`src/rtl/router_pkg.sv`:
```
// Shared definitions for the 1x3 router controller: FSM encodings, port count,
// invalid-address code and the default receiver idle timeout.
package router_pkg;

   localparam int NUM_PORTS       = 3;
   localparam int DEFAULT_TIMEOUT = 30;

   localparam logic [1:0] ADDR_INVALID = 2'b11;

   typedef logic [2:0] state_t;

   localparam state_t DECODE     = 3'd0;
   localparam state_t WAIT_EMPTY = 3'd1;
   localparam state_t LFD        = 3'd2;
   localparam state_t LOAD       = 3'd3;
   localparam state_t CHECK      = 3'd4;
   localparam state_t DROP       = 3'd5;

   // Address 3 selects no port, so it maps to an all-zero mask.
   function automatic logic [NUM_PORTS-1:0] portOneHot(input logic [1:0] addr);
      logic [NUM_PORTS-1:0] w_oneHot;
      w_oneHot = '0;
      if (addr != ADDR_INVALID) begin
         w_oneHot[addr] = 1'b1;
      end
      return w_oneHot;
   endfunction

endpackage

```
`src/rtl/router_timeout.sv`:
```
// Per-port receiver idle counter: pulses a one-cycle soft reset after TIMEOUT
// consecutive cycles of valid data that nobody reads.
module router_timeout
   import router_pkg::*;
#(
   parameter int TIMEOUT = DEFAULT_TIMEOUT
)
(
   input  logic clock,
   input  logic resetn,
   input  logic i_vld,
   input  logic i_readEnb,
   output logic o_softReset
);

   localparam int CW = $clog2(TIMEOUT + 1);

   logic [CW-1:0] r_count;
   logic          r_pulse;

   always_ff @(posedge clock or negedge resetn) begin
      if (!resetn) begin
         r_count <= '0;
         r_pulse <= 1'b0;
      end else if (i_vld && !i_readEnb) begin
         if (r_count == CW'(TIMEOUT - 1)) begin
            r_count <= '0;
            r_pulse <= 1'b1;
         end else begin
            r_count <= r_count + 1'b1;
            r_pulse <= 1'b0;
         end
      end else begin
         r_count <= '0;
         r_pulse <= 1'b0;
      end
   end

   assign o_softReset = r_pulse;

endmodule

```
`src/rtl/router_ctrl.sv`:
```
// Packet-level controller of the 1x3 router: header decode, FIFO write
// sequencing through a one-entry hold register, parity/length checking.
module router_ctrl
   import router_pkg::*;
#(
   parameter int TIMEOUT = DEFAULT_TIMEOUT
)
(
   input  logic                 clock,
   input  logic                 resetn,
   input  logic                 pkt_valid,
   input  logic [7:0]           data_in,
   input  logic [NUM_PORTS-1:0] fifo_full,
   input  logic [NUM_PORTS-1:0] fifo_empty,
   input  logic [NUM_PORTS-1:0] read_enb,
   output logic [7:0]           fifo_din,
   output logic [NUM_PORTS-1:0] fifo_wr_enb,
   output logic                 lfd_state,
   output logic [NUM_PORTS-1:0] soft_reset,
   output logic [NUM_PORTS-1:0] vld_out,
   output logic                 busy,
   output logic                 err
);

   state_t               r_state;
   logic [1:0]           r_addr;
   logic [5:0]           r_len;
   logic [5:0]           r_count;
   logic                 r_lenOvf;
   logic [7:0]           r_parity;
   logic [7:0]           r_hold;
   logic                 r_holdValid;
   logic                 r_holdIsParity;
   logic                 r_err;

   logic [NUM_PORTS-1:0] w_addrOneHot;
   logic                 w_portFull;
   logic                 w_portEmpty;
   logic                 w_portSoftReset;
   logic                 w_accept;
   logic                 w_wrFire;
   logic                 w_midAbort;
   logic                 w_lastTaken;
   logic                 w_chkErr;

   assign w_addrOneHot    = portOneHot(r_addr);
   assign w_portFull      = |(w_addrOneHot & fifo_full);
   assign w_portEmpty     = |(w_addrOneHot & fifo_empty);
   assign w_portSoftReset = |(w_addrOneHot & soft_reset);

   assign busy = (r_state == WAIT_EMPTY) || (r_state == LFD) || (r_state == CHECK) ||
                 (r_holdValid && w_portFull);

   // Once the parity byte sits in the hold, LOAD takes nothing more; the next
   // header belongs to DECODE.
   assign w_accept = !busy && (((r_state == DECODE) && pkt_valid) ||
                               ((r_state == LOAD) && !r_holdIsParity) ||
                               (r_state == DROP));

   assign w_wrFire    = r_holdValid && !w_portFull && !w_portSoftReset;
   assign fifo_wr_enb = w_wrFire ? w_addrOneHot : '0;
   assign fifo_din    = r_hold;
   assign lfd_state   = (r_state == LFD);
   assign vld_out     = ~fifo_empty;
   assign err         = r_err;

   assign w_midAbort  = w_portSoftReset &&
                        ((r_state == WAIT_EMPTY) || (r_state == LFD) || (r_state == LOAD));
   assign w_lastTaken = (r_state == LOAD) && (r_holdIsParity || (w_accept && !pkt_valid));
   assign w_chkErr    = (r_hold != r_parity) || (r_count != r_len) || r_lenOvf;

   always_ff @(posedge clock or negedge resetn) begin
      if (!resetn) begin
         r_state        <= DECODE;
         r_addr         <= 2'b00;
         r_len          <= '0;
         r_count        <= '0;
         r_lenOvf       <= 1'b0;
         r_parity       <= '0;
         r_hold         <= '0;
         r_holdValid    <= 1'b0;
         r_holdIsParity <= 1'b0;
         r_err          <= 1'b0;
      end else begin
         r_err <= 1'b0;
         // A receiver timeout kills the packet; if its parity byte is already
         // in, there is nothing left to drop and the error is flagged at once.
         if (w_midAbort) begin
            r_holdValid    <= 1'b0;
            r_holdIsParity <= 1'b0;
            if (w_lastTaken) begin
               r_state <= DECODE;
               r_err   <= 1'b1;
            end else begin
               r_state <= DROP;
            end
         end else begin
            case (r_state)
               DECODE: begin
                  if (w_accept) begin
                     r_addr   <= data_in[1:0];
                     r_len    <= data_in[7:2];
                     r_parity <= data_in;
                     r_count  <= '0;
                     r_lenOvf <= 1'b0;
                     r_hold   <= data_in;
                     if (data_in[1:0] == ADDR_INVALID) begin
                        r_state <= DROP;
                     end else if (|(portOneHot(data_in[1:0]) & fifo_empty)) begin
                        r_state <= LFD;
                     end else begin
                        r_state <= WAIT_EMPTY;
                     end
                  end
               end
               WAIT_EMPTY: begin
                  if (w_portEmpty) begin
                     r_state <= LFD;
                  end
               end
               LFD: begin
                  r_holdValid    <= 1'b1;
                  r_holdIsParity <= 1'b0;
                  r_state        <= LOAD;
               end
               LOAD: begin
                  if (w_accept) begin
                     r_hold         <= data_in;
                     r_holdValid    <= 1'b1;
                     r_holdIsParity <= !pkt_valid;
                     if (pkt_valid) begin
                        r_parity <= r_parity ^ data_in;
                        if (r_count == 6'd63) begin
                           r_lenOvf <= 1'b1;
                        end else begin
                           r_count <= r_count + 6'd1;
                        end
                     end
                  end else if (w_wrFire) begin
                     r_holdValid <= 1'b0;
                     if (r_holdIsParity) begin
                        r_holdIsParity <= 1'b0;
                        r_state        <= CHECK;
                        r_err          <= w_chkErr;
                     end
                  end
               end
               CHECK: begin
                  r_state <= DECODE;
               end
               DROP: begin
                  if (w_accept && !pkt_valid) begin
                     r_state <= DECODE;
                     r_err   <= 1'b1;
                  end
               end
               default: begin
                  r_state <= DECODE;
               end
            endcase
         end
      end
   end

   for (genvar p = 0; p < NUM_PORTS; p++) begin : g_timeout
      router_timeout #(.TIMEOUT(TIMEOUT)) u_timeout (
         .clock       (clock),
         .resetn      (resetn),
         .i_vld       (vld_out[p]),
         .i_readEnb   (read_enb[p]),
         .o_softReset (soft_reset[p])
      );
   end

endmodule

```
`config.mk`:
```
export PLATFORM = sky130hd
export DESIGN_NAME = router_ctrl
export DESIGN_NICKNAME = d
export VERILOG_FILES = /design/src/rtl/router_pkg.sv /design/src/rtl/router_timeout.sv /design/src/rtl/router_ctrl.sv
export SDC_FILE = /design/constraint.sdc
export NUM_CORES = 1
export LEC_CHECK = 0
export ABC_AREA = 1
export CAP_MARGIN = 10
export CORE_MARGIN = 5
export CORE_UTILIZATION = 53
export CTS_CLUSTER_DIAMETER = 150
export DETAILED_ROUTE_END_ITERATION = 7
export PLACE_DENSITY_LB_ADDON = 0.15
export SLEW_MARGIN = 15
export SYNTH_ARGS = -nofsm -noshare
export SYNTH_HDL_FRONTEND = slang
export SYNTH_SLANG_ARGS = --single-unit
```
`constraint.sdc`:
```
create_clock -name clock -period 2.5 [get_ports clock]
set_input_delay 0.625 -clock clock [delete_from_list [all_inputs] [get_ports clock]]
set_output_delay 0.625 -clock clock [all_outputs]
set_load 0.05 [all_outputs]
```
==> results_dict.tcl <==
# place-and-route summary
set metrics [dict create \
    cp_max_fo 6 \
    ys_chip_area_mm2 0.00301 \
    tightest_slew_ns 0.500 \
    clockRootBuffer "clkbuf_8" \
    power.internal_mw 2.45 \
    hold_class "input port to async pin" \
    crit_path_cell_trace "inv_2 -> nand3_1 -> nand3_4 -> nor3_4 -> inv_2 -> nor3_2 -> buf_4 -> buf_12" \
    final_max_slew_viol_count 0 \
    p_clk_mw 0.604 \
    powerDensity_mw_per_mm2 1190 \
    ys_cells 367 \
    cp-endpoint "fifo_wr_enb[1]" \
    reg2reg_depth 12 \
    crit_type "flip-flop to primary output" \
    cp-end-kind "primary output" \
    detail-route-antenna-nets 0 \
    cp.required_ns 1.88 \
    via_per_inst 5.15 \
    clock-sinks 55 \
    synth_cells 367 \
    synth_cell_type_count 28 \
    top_cell_area_share_pct 45.7 \
    worst-r2r-setup-slack_ns 0.55 \
    dr.pass1.iters 5 \
    cp_common_cell "inv_2" \
    r2r-end "err$_DFF_PN0_" \
    mux_share_pct 0 \
    cap_viol_max_count 0 \
    p_leak_nw 1.83 \
    log.warning_count 30 \
    grt.total_usage_pct 18.9 \
    cts.clk_slew.worst_paths_ns 0.10 \
    finalCritPeriodShare_pct 97.9 \
    place.gp.congestion 0.827 \
    syn_area_mm2 0.00301 \
    grt_pass1_vias 2531 \
    simple_gate_share_pct 28.5 \
    via_count 2539 \
    cts_resized 11 \
    cp_data_arrival_time_ns 1.82 \
    drtIter0Drc 158 \
    yosys.stat.seqShare_pct 45.7 \
    r2r-start "r_addr[0]$_DFFE_PN0P_" \
    syn_nets 394 \
    grt_pass1_wl_um 11400 \
    wl_met3_um 261 \
    routed_wl_um 6540 \
    xor_area_share_pct 8.10 \
    pg_comb_mw 2.49 \
    max_stage_delay_ns 0.46 \
    grt_max_degree 56 \
    fin_skew_ns 0.00310 \
    ctsHoldBuffers 0 \
    worstSkewPairLatency_ns 0.30 \
    htree_levels 2 \
    async_reset_ff_share_pct 100 \
    synth.avg_cell_area_um2 8.20 \
    switching_share_pct 45.5 \
    maxUsedRoutingLayer "met4" \
    yosysWarningCount 0 \
    ys_ff 55 \
    critical-path-slowest-cell "dfrtp_2" \
    antenna_found_initial 0 \
    seqPwrFrac_pct 31.2 \
    wl_per_cell_um 13.3 \
    crit_path_start_kind "flip-flop" \
    diodes 0 \
    grt_overflow 0 \
    fp.dieArea_mm2 0.00729 \
    ys_sh_adder_pct 2.91 \
    postCtsSetupRepairBufs 4 \
    edf_count 0 \
    syn2layout_area_growth_pct 25.9 \
    pre_cts_ws_ns -0.102 \
    ys_sh_aoi_pct 7.07 \
    top_area_cell "dfrtp_1" \
    cts_buffers 5 \
    powerSeq_mw 1.40 \
    combPwrFrac_pct 55.4 \
    fp-utilization_pct 54.7 \
    hpwl_um 4700 \
    m1WireLength_um 2970 \
    setup_viol 0 \
    fin_ws_ns 0.0536 \
    max_slew_margin_pct 66.5 \
    hold_viol_final 0 \
    synth.area.top_cells "dfrtp_1 46%, nand2_1 10%, nor2_1 6.2%" \
    cts_tree "done" \
    cp-startpoint "r_addr[1]$_DFFE_PN0P_" \
    clockBufferDepth 2 \
    switchingPower_mw 2.04 \
    route.detailed.drc 0 \
    ys_top_cells_by_count "80 x nand2_1, 55 x dfrtp_1, 50 x nor2_1, 37 x inv_1, 30 x nand3_1" \
    yosys.cell_count.top_type "nand2_1" \
    pwr-share-clk_pct 13.4 \
    power.total_mw 4.50 \
    whs_ns 0.296 \
    power_top_consumer "combinational logic" \
    ff_type "dfrtp_1" \
    route.met2.wl_um 3230 \
    fmax_ghz 0.409 \
    status "completed" \
    layout-drive-gt1-share_pct 15.4 \
    logic_family "simple AND/OR/NAND/NOR gates" \
    num-nets-final 447 \
    timing.final.crit_period_ns 2.45 \
]
-- critical path: cells and delay by family (launching register included) --
kind	cells	cell delay, ns
and+or+nand+nor	4	0.64
DFF	1	0.46
buffers and inverters	4	0.42
-- stage by stage --
| stage | cells | cell area, um^2 | TNS (ns) |
|---|---|---|---|
| floorplan | 367 | 3010 | -0.821 |
| global placement | 476 | 3550 | -0.226 |
| detailed placement | 476 | 3550 | -0.276 |
| CTS | 488 | 3720 | 0 |
| global route | 493 | 3790 | -0.0207 |
| finish | 493 | 3790 | 0 |
-- layout make-up --
cell class,count,area (um^2),area share [%]
clock inverter,2,35.0,0.924
multi-input combinational,261,1460,38.4
tap,72,90.1,2.38
inverter,40,150,3.96
timing repair buffer,57,597,15.7
sequential,55,1380,36.4
clock buffer,6,82.6,2.18
-- cells in the final DEF, fill, tap and decap left out, types with 6 or more instances in the layout --
cell	count
nand4_1	6
clkdlybuf4s50_1	27
xnor2_1	16
xor2_1	10
clkbuf_8	6
buf_4	18
nor2_1	49
dfrtp_1	53
inv_1	34
nand3_1	27
ha_1	7
nand2_1	79
o21ai_0	19
a21oi_1	12
buf_12	8
inv_2	6
nand2_2	6
-- layer usage --
layer,track usage (%),vias to the layer above
met3,3.20,10
li1,-,1273
met4,4.75,0
met5,0,-
met2,32.6,54
met1,24.6,1202
-- flip-flops by register name, indices dropped and copies added (netlist names) --
name	count
r_lenOvf	1
r_parity	8
r_holdIsParity	1
g_timeout.u_timeout.r_count	15
r_addr	2
r_state	3
r_holdValid	1
r_count	6
fifo_din	8
err	1
r_len	6
g_timeout.u_timeout.o_softReset	3
-- cell families after synthesis --
group,count (synthesis)
AOI/OAI and AO/OA,39
xor gates and xnor gates,27
adders and majority gates,7
buffers and inverters,51
DFF,55
and+or+nand+nor,188
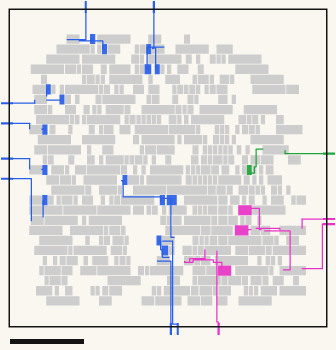
**Above:** port wiring.
Scale bar: 20 um.
Magenta stands for fifo_wr_enb, bits 3, direction output, edge 2 east, 1 south, end cells 3, wire 104 um. Green stands for busy, bits 1, direction output, edge east, end cells 1, wire 21.8 um. Blue stands for data_in, bits 8, direction input, edge 4 west, 2 south, 2 north, end cells 15, wire 184 um.
Ports: 40
# port buffers: 39

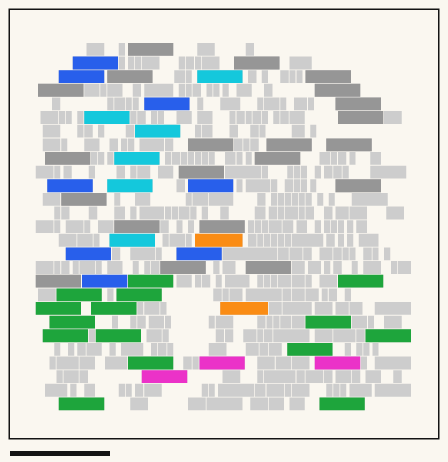
**Above:** where the registers sit.
Scale bar: 20 um. Other sequential cells in the stronger gray, the rest of the logic in the fainter gray.
Green stands for g_timeout.u_timeout.r_count, flops 15. Cyan stands for r_len, flops 6. Magenta stands for g_timeout.u_timeout.o_softReset, flops 3. Orange stands for r_addr, flops 2. Blue stands for r_parity, flops 8.

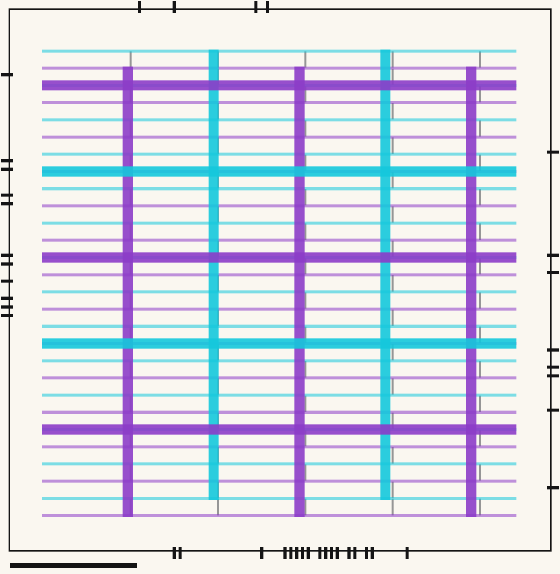
**Above:** power grid.
Scale bar: 20 um. Pins as bars on the die edge. Tap cells in gray.
Cyan stands for VDD. Purple stands for VSS.
The core has 27 rows. 5 straps on met5. 28 met1 rails follow the rows.
CORE AREA: 0.00551 mm^2
Max VDD drop: 0.826 mV
die y size: 85.4 um
die width: 85.4 um

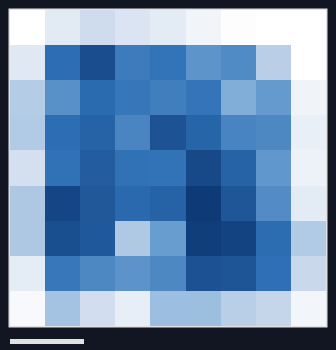
**Above:** cell area per tile.
Scale bar: 20 um. The die is cut into 9 by 9 equal tiles; white is low, dark blue is high, 0 to 100% covered.
The densest ninth of the die: center. The fullest tile reaches 96%. 6.2% of the tiles are nearly empty. 28% of the tiles are over 75% full. The mean over all tiles is 51%.

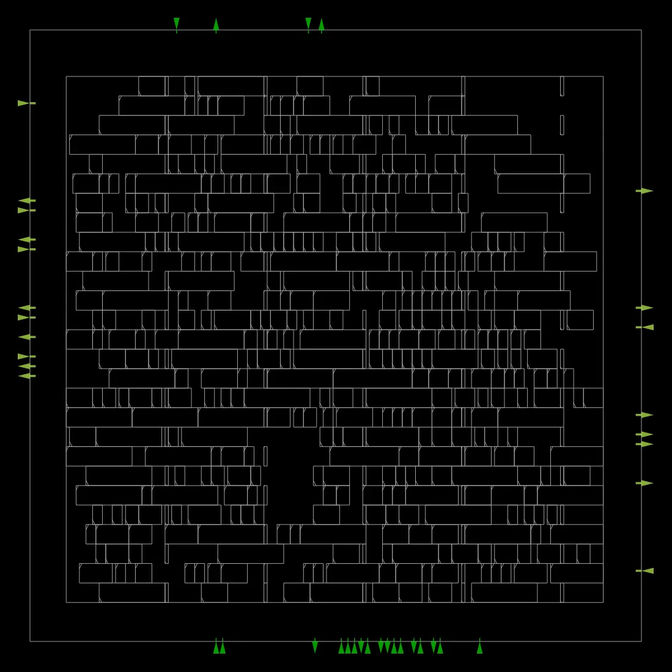
**Above:** placed standard cells.
row cnt: 27
sequential cell area share: 36.4%
fin util: 68.8%
Tap Cells: 72
filler cell count: 434

Power and IR drop assume default switching activity.
